$ cat src/rtl/conv1_maxpool.sv
// Optional ReLU then 2x2 stride-2 max pooling over the three conv1 feature
// streams, valid/ready on both sides, one pooled triple per 2x2 window.

module conv1_maxpool_lane #(
    parameter int DATA_W  = 23,
    parameter int LB_N    = 11,
    parameter int LBW     = 4,
    parameter bit RELU_EN = 1'b1
) (
    input  logic                     clk,
    input  logic                     rst,
    input  logic                     ld_h,
    input  logic                     ld_lb,
    input  logic                     ld_out,
    input  logic [LBW-1:0]           idx,
    input  logic signed [DATA_W-1:0] din,
    output logic signed [DATA_W-1:0] dout
);
    logic [LB_N-1:0][DATA_W-1:0] lbuf;
    logic signed [DATA_W-1:0]    x, hreg, hmax, vsel;

    always_comb begin
        x    = (RELU_EN && din[DATA_W-1]) ? '0 : din;
        hmax = (x > hreg) ? x : hreg;
        vsel = $signed(lbuf[idx]);
    end

    // lbuf carries the top-row pair max down to the odd row of the same window
    always_ff @(posedge clk) begin
        if (rst) begin
            hreg <= '0;
            lbuf <= '0;
            dout <= '0;
        end else begin
            if (ld_h)   hreg      <= x;
            if (ld_lb)  lbuf[idx] <= hmax;
            if (ld_out) dout      <= (vsel > hmax) ? vsel : hmax;
        end
    end
endmodule

module conv1_maxpool #(
    parameter int IN_W    = 22,
    parameter int IN_H    = 22,
    parameter int DATA_W  = 23,
    parameter bit RELU_EN = 1'b1
) (
    input  logic                     clk,
    input  logic                     rst,
    input  logic                     valid_in,
    input  logic signed [DATA_W-1:0] conv_in_1,
    input  logic signed [DATA_W-1:0] conv_in_2,
    input  logic signed [DATA_W-1:0] conv_in_3,
    output logic                     in_ready,
    output logic signed [DATA_W-1:0] pool_out_1,
    output logic signed [DATA_W-1:0] pool_out_2,
    output logic signed [DATA_W-1:0] pool_out_3,
    output logic                     valid_out,
    input  logic                     out_ready,
    output logic                     frame_done
);
    localparam int NUM_LANES = 3;
    localparam int LB_N      = IN_W / 2;
    localparam int LBW       = (LB_N > 1) ? $clog2(LB_N) : 1;
    localparam int CW        = (IN_W > 1) ? $clog2(IN_W) : 1;
    localparam int RW        = (IN_H > 1) ? $clog2(IN_H) : 1;
    localparam logic [CW-1:0] COL_LAST  = CW'(IN_W - 1);
    localparam logic [RW-1:0] ROW_LAST  = RW'(IN_H - 1);
    localparam logic [CW-1:0] COL_PLAST = CW'(2 * (IN_W / 2) - 1);
    localparam logic [RW-1:0] ROW_PLAST = RW'(2 * (IN_H / 2) - 1);

    logic [CW-1:0] col;
    logic [RW-1:0] row;
    logic          last_flag;
    logic          accept, ld_h, ld_lb, ld_out, last_win;
    logic [LBW-1:0] idx;
    logic [NUM_LANES-1:0][DATA_W-1:0] din_v, dout_v;

    assign in_ready   = !valid_out || out_ready;
    assign accept     = valid_in && in_ready;
    assign ld_h       = accept && !col[0];
    assign ld_lb      = accept && col[0] && !row[0];
    assign ld_out     = accept && col[0] && row[0];
    assign idx        = LBW'(col >> 1);
    assign last_win   = (col == COL_PLAST) && (row == ROW_PLAST);
    assign frame_done = valid_out && out_ready && last_flag;

    assign din_v      = {conv_in_3, conv_in_2, conv_in_1};
    assign pool_out_1 = dout_v[0];
    assign pool_out_2 = dout_v[1];
    assign pool_out_3 = dout_v[2];

    // Odd trailing column/row is counted but never reaches an odd/odd slot
    always_ff @(posedge clk) begin
        if (rst) begin
            col       <= '0;
            row       <= '0;
            valid_out <= 1'b0;
            last_flag <= 1'b0;
        end else begin
            if (accept) begin
                if (col == COL_LAST) begin
                    col <= '0;
                    row <= (row == ROW_LAST) ? '0 : row + 1'b1;
                end else begin
                    col <= col + 1'b1;
                end
            end
            if (ld_out) begin
                valid_out <= 1'b1;
                last_flag <= last_win;
            end else if (valid_out && out_ready) begin
                valid_out <= 1'b0;
            end
        end
    end

    for (genvar i = 0; i < NUM_LANES; i++) begin : g_lane
        conv1_maxpool_lane #(
            .DATA_W (DATA_W),
            .LB_N   (LB_N),
            .LBW    (LBW),
            .RELU_EN(RELU_EN)
        ) u_lane (
            .clk   (clk),
            .rst   (rst),
            .ld_h  (ld_h),
            .ld_lb (ld_lb),
            .ld_out(ld_out),
            .idx   (idx),
            .din   ($signed(din_v[i])),
            .dout  (dout_v[i])
        );
    end
endmodule

$ cat config.mk
export PLATFORM = sky130hd
export DESIGN_NAME = conv1_maxpool
export DESIGN_NICKNAME = d
export VERILOG_FILES = /design/src/rtl/conv1_maxpool.sv
export SDC_FILE = /design/constraint.sdc
export NUM_CORES = 2
export LEC_CHECK = 0
export CORE_MARGIN = 2
export CORE_UTILIZATION = 60
export CTS_BUF_LIST = sky130_fd_sc_hd__clkbuf_4 sky130_fd_sc_hd__clkbuf_8
export CTS_CLUSTER_SIZE = 20
export DETAILED_ROUTE_END_ITERATION = 6
export GPL_ROUTABILITY_DRIVEN = 0
export PLACE_DENSITY = 0.85
export SYNTH_ARGS = -nofsm -noshare
export SYNTH_HDL_FRONTEND = slang
export SYNTH_SLANG_ARGS = --single-unit
export TNS_END_PERCENT = 1
$ cat constraint.sdc
create_clock -name clk -period 10.91 [get_ports clk]
set_input_delay 2.182 -clock clk [delete_from_list [all_inputs] [get_ports clk]]
set_output_delay 2.182 -clock clk [all_outputs]
set_load 0.01 [all_outputs]
Figure 1. Close-up of the layout.
Bar = 5 um. Window x 122 to 142, y 175 to 195 um. Cells in grey, sequential cells in the stronger grey; small squares are vias.
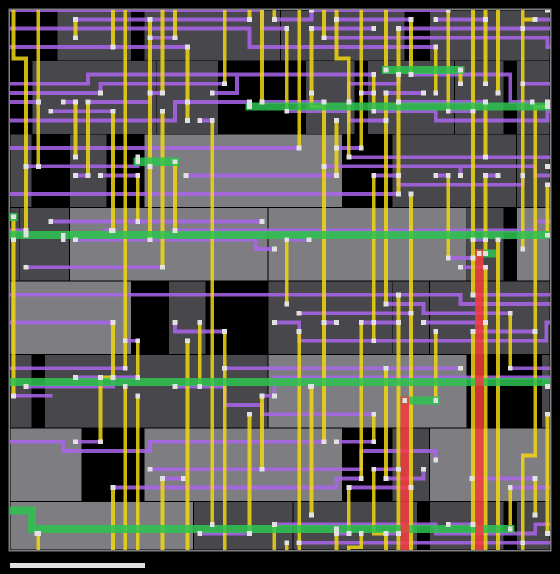
legend:
  yellow:
    layer: M2
  red:
    layer: M4
  purple:
    layer: M1
  green:
    layer: M3
most frequent: dfxtp_1 (8), nor2_1 (6), a211oi_2 (4)
cells with their middle in the window: 32
netlist names of flops here include: `g_lane.u_lane.lbuf` (7), `g_lane.u_lane.dout` (1)
sequential cells in the window: 8

Figure 2. Where the registers sit.
Bar = 100 um. Other sequential cells in the stronger grey, the rest of the logic in the fainter grey.
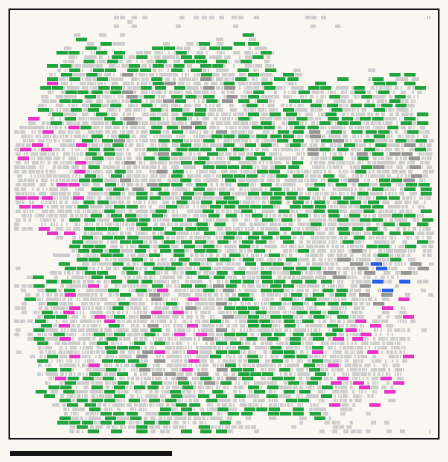
legend:
  magenta:
    name_in_the_netlist: `g_lane.u_lane.hreg`
    sequential_cells: 66
  blue:
    name_in_the_netlist: `row`
    sequential_cells: 5
  green:
    name_in_the_netlist: `g_lane.u_lane.lbuf`
    sequential_cells: 726
    where: widely spread
not coloured: 73

==> notes.md <==
Entry: Yosys synthesis followed by OpenROAD place and route.

Clock network:
- The run puts the number of clock buffers inserted by TritonCTS at 142.
- The run gives the post-CTS setup buffer count as 0.
- The run gives the total of cells resized after clock tree synthesis as 0.
- The run gives the clock net sink count as around 870.
- The run gives the maximum number of buffers from clock root to sink as 3.
- The run puts the clock slew seen by the registers of the worst setup and hold paths at 0.07 ns.
- TritonCTS built the clock tree.
- The report puts the hold buffer count at CTS at 0.
- The run gives the cell at the root of the clock tree as sky130_fd_sc_hd__clkbuf_8.
- The run gives the H-tree depth reported by CTS as 4.

Critical path:
- Per the timing report, the most critical flop-to-flop path finishes at g_lane[0].u_lane.dout[1].
- At the worst endpoint, the required time is 11.61 ns.
- The run puts the total number of cells along the worst setup path at 18.
- The run gives the biggest cell delay along the critical path as 1.06 ns.
- Walking the worst path, the cells encountered are clkdlybuf4s50_1 -> nor2b_1 -> ha_1 -> nand2_1 -> o21ai_1 -> or4_1 -> o211ai_1 -> a31oi_4 -> buf_4 -> mux2i_4 -> ha_1 -> a211oi_1 -> o22ai_1 -> o41ai_1 -> a21boi_0 -> a2bb2oi_2 -> nand2b_1 -> o21ai_0.
- The run gives the critical path's slowest cell as sky130_fd_sc_hd__clkdlybuf4s50_1.
- The most numerous cell type found on the critical path is sky130_fd_sc_hd__ha_1.
- The run gives the largest fanout on the critical path as 22.
- STA classifies the critical path startpoint as a primary input.
- The run puts the depth of the worst register-to-register path at 13.
- The run gives the critical path endpoint as g_lane[0].u_lane.dout[1].
- Among cell families on the critical path, the largest total delay comes from AND-OR/OR-AND gates.
- The run gives the critical path capture point type as a flip-flop.
- The run gives the worst setup path startpoint as conv_in_1[22].
- Counting both buffers and inverters, the worst setup path holds a total of 2.
- The run gives the slack of the worst reg-to-reg path as 5.14 ns.
- The launch point of the worst register-to-register path is recorded as col[2].
- The worst setup path is of the in -> reg kind.

Final timing:
- The run gives the minimum setup slack in the final design as 2.85 ns.
- The run gives the shortest period the worst path allows as 8.06 ns.
- For this run, the final setup violation count is recorded as 0.
- The run puts the number of hold violations in the final report at 0.
- Setup repair after global routing left no endpoint under its margin.
- The run puts the worst hold margin at 0.471 ns.
- Per the slew report, the remaining headroom to the max-slew limit stands at 0.212.
- For reference, the final report shows the max-slew violation count at 0.
- The run puts the worst clock skew on the final layout at 0.0300 ns.
- For the pin with the worst max-slew slack, the measured transition is 1.18 ns.
- The run gives the ratio of final minimum period to clock period as 0.739.
- The run puts the final sum of negative setup slack at 0 ns.
- Per the timing report, the achievable frequency comes out to approximately 120 MHz.

Final layout:
- The run gives the signed area change from the synthesized netlist to the final layout as 10.4%.
- The run puts the number of non-clock inverters at 80.
- The finished layout holds 5083 standard cells, fillers aside.
- The run gives the flop count as 870.
- The run gives the fraction of area in registers as 0.388.
- Of all the cell area in the finished design, non-clock buffers hold 0.0449.
- The run gives the proportion of cell area occupied by multi-input gates as 0.467.
- The run gives the final cell area excluding filler cells as about 0.045 sq mm.
- The run gives the footprint of the multi-input gates as approximately 0.021 sq mm.
- The run puts the register area at 0.0174 sq mm.
- The number of antenna diodes in the final layout is 1.
- 2791 cells are multi-input combinational gates.
- By instance count after routing, the leading logic cell type is sky130_fd_sc_hd__dfxtp_1.
- Ranking logic cells in the layout by count gives the top entries sky130_fd_sc_hd__dfxtp_1, sky130_fd_sc_hd__nor2_1, sky130_fd_sc_hd__a211oi_1.
- The run puts the number of clock buffers in the layout at ~230.
- The run gives the core utilization of the finished layout as 0.668.
- The run puts the number of nets at the end of the flow at 4309.
- After layout, the buffer instance count without clock buffers stands at 216.
- The largest cell class by area is combinational gates.

Min path:
- In this run the worst hold path is classified as reg -> reg.
- Looking at hold timing, the worst path starts from g_lane[0].u_lane.hreg[16].
- In the hold timing report, the worst path depth is 2.
- The run gives the worst-case hold path end point as g_lane[0].u_lane.hreg[16].

Routing:
- The run gives the vias after detailed routing as around 33000.
- The run puts the number of iterations in the first detailed-routing pass at 6.
- The run puts the average vias per placed instance at 6.40.
- The run puts the final routed wirelength across all metal layers at between 100 and 150 mm.
- The run gives the number of design-rule violations left by the first detailed-router iteration as 3169.
- The run gives the final routed DRC violation total as 0.
- The run gives the remaining number of nets flagged by the antenna check after routing as 0.
- The run puts the mean routed wirelength per cell at 21.3 um.

Synthesis:
- The run puts the yosys synthesis chip area at 0.0407 sq mm.
- The run puts the aoi/oai-family share of the synthesized area at 0.220.
- The run puts the post-synthesis cell type count at 63.
- The run puts the async set or reset register ratio after synthesis at 0.
- The synthesis report names the predominant flop master as sky130_fd_sc_hd__dfxtp_1.
- For reference, the mux area share after synthesis is 0.131.
- The run gives the cell taking the most area after synthesis as sky130_fd_sc_hd__dfxtp_1.
- After synthesis, the largest family of logic cells by area is AND-OR/OR-AND gates.
- The run gives the number of enable-type register cells in the synthesized netlist as 0.
- The run gives the most numerous cell in the Yosys netlist as sky130_fd_sc_hd__dfxtp_1.
- Synthesis produced roughly 4200 cells.
- In the post-synthesis netlist, the biggest area contributors are sky130_fd_sc_hd__dfxtp_1, sky130_fd_sc_hd__a211oi_1, sky130_fd_sc_hd__nor2_1.
- The run puts the adder and majority cell fraction of the synthesized area at 0.0415.
- The run puts the simple-gate area share of the yosys netlist at 0.116.
- The run puts the top cell type's share of synthesized area at 0.428.
- The run puts the yosys stat cell total at ~4200.
- The run puts the netlist area before placement at 0.0407 sq mm.
- The run puts the average size of a mapped cell at 9.72 sq um.
- Synthesis inferred 870 register bits.
- The run puts the post-synthesis share of cell area spent on xor and xnor gates at 0.00191.
- The run puts the synthesis warning total at 0.
- The run puts the proportion of synthesized chip area in sequential cells at 0.428.

GRT:
- The run gives the global-route wire length before repair as ~170 mm.
- Total global-route track usage over all layers is 0.309.
- The run gives the largest net degree at the start of global routing as 246.
- The run gives the number of antenna violations at the first check in global routing as 2.
- The run gives the number of global-route vias before repair as 32200.

Run:
- Summing over the stages, the warning tally comes to 36.
- Across the run, the number of max-cap violations was 0.

Floorplanning:
- The run puts the tapcell count at 873.
- According to the floorplan report, the die height is 264 um.
- The floorplan step records an initial core utilization of 0.606.
- The overall die size recorded for this design is around 0.07 sq mm.
- According to the floorplan report, the placeable core area is 0.0672 sq mm.
- The run puts the chip width at 264 um.
- After floorplanning, the core was divided into between 90 and 100 placement rows.

Run status:
- The run finished with clean final reports.

Placement:
- The run gives the count of buffers inserted at the top-level ports as 141.
- After detailed placement, the total cell area comes to 0.0418 sq mm.
- The run gives the number of cells in the design after placement as between 4000 and 5000.
- The run gives the worst slack after detailed placement as ~2.3 ns.
- For this run the detailed placement stage logged an HPWL of about 63 mm.

Pwr:
- The run puts the maximum ir drop on the vdd rail at 148 uV.
- The run gives the power density over the cells as 157 mW/mm^2.
- The run puts the total leakage power at 14.1 nW.
-- kinds of logic after synthesis --
logic type | count (synthesis)
AOI/OAI and AO/OA | 1169
other | 1
xor gates and xnor gates | 8
muxes | 329
buffers and inverters | 524
adders and majority gates | 135
and+or+nand+nor | 1147
DFF | 870
-- sequential cells by signal, indices dropped and copies added (netlist names) --
signal,count
col,5
g_lane.u_lane.dout,66
g_lane.u_lane.hreg,66
g_lane.u_lane.lbuf,726
last_flag,1
row,5
valid_out,1
-- report_power, final --
group	internal [mW]	total (mW)	switching [mW]
Clock	1.75	3.05	1.30
Sequential	3.21	3.24	0.0318
Combinational	0.265	0.754	0.490
-- per-layer routing --
layer  vias up  track usage  wire length, um
li1      15100            -                -
met1     15700        0.400            44000
met2      1468        0.510            51800
met3       276       0.0538             8990
met4         2        0.132             3690
met5         -            0                7
No activity file was given, so power comes from the tool's default toggle rates.
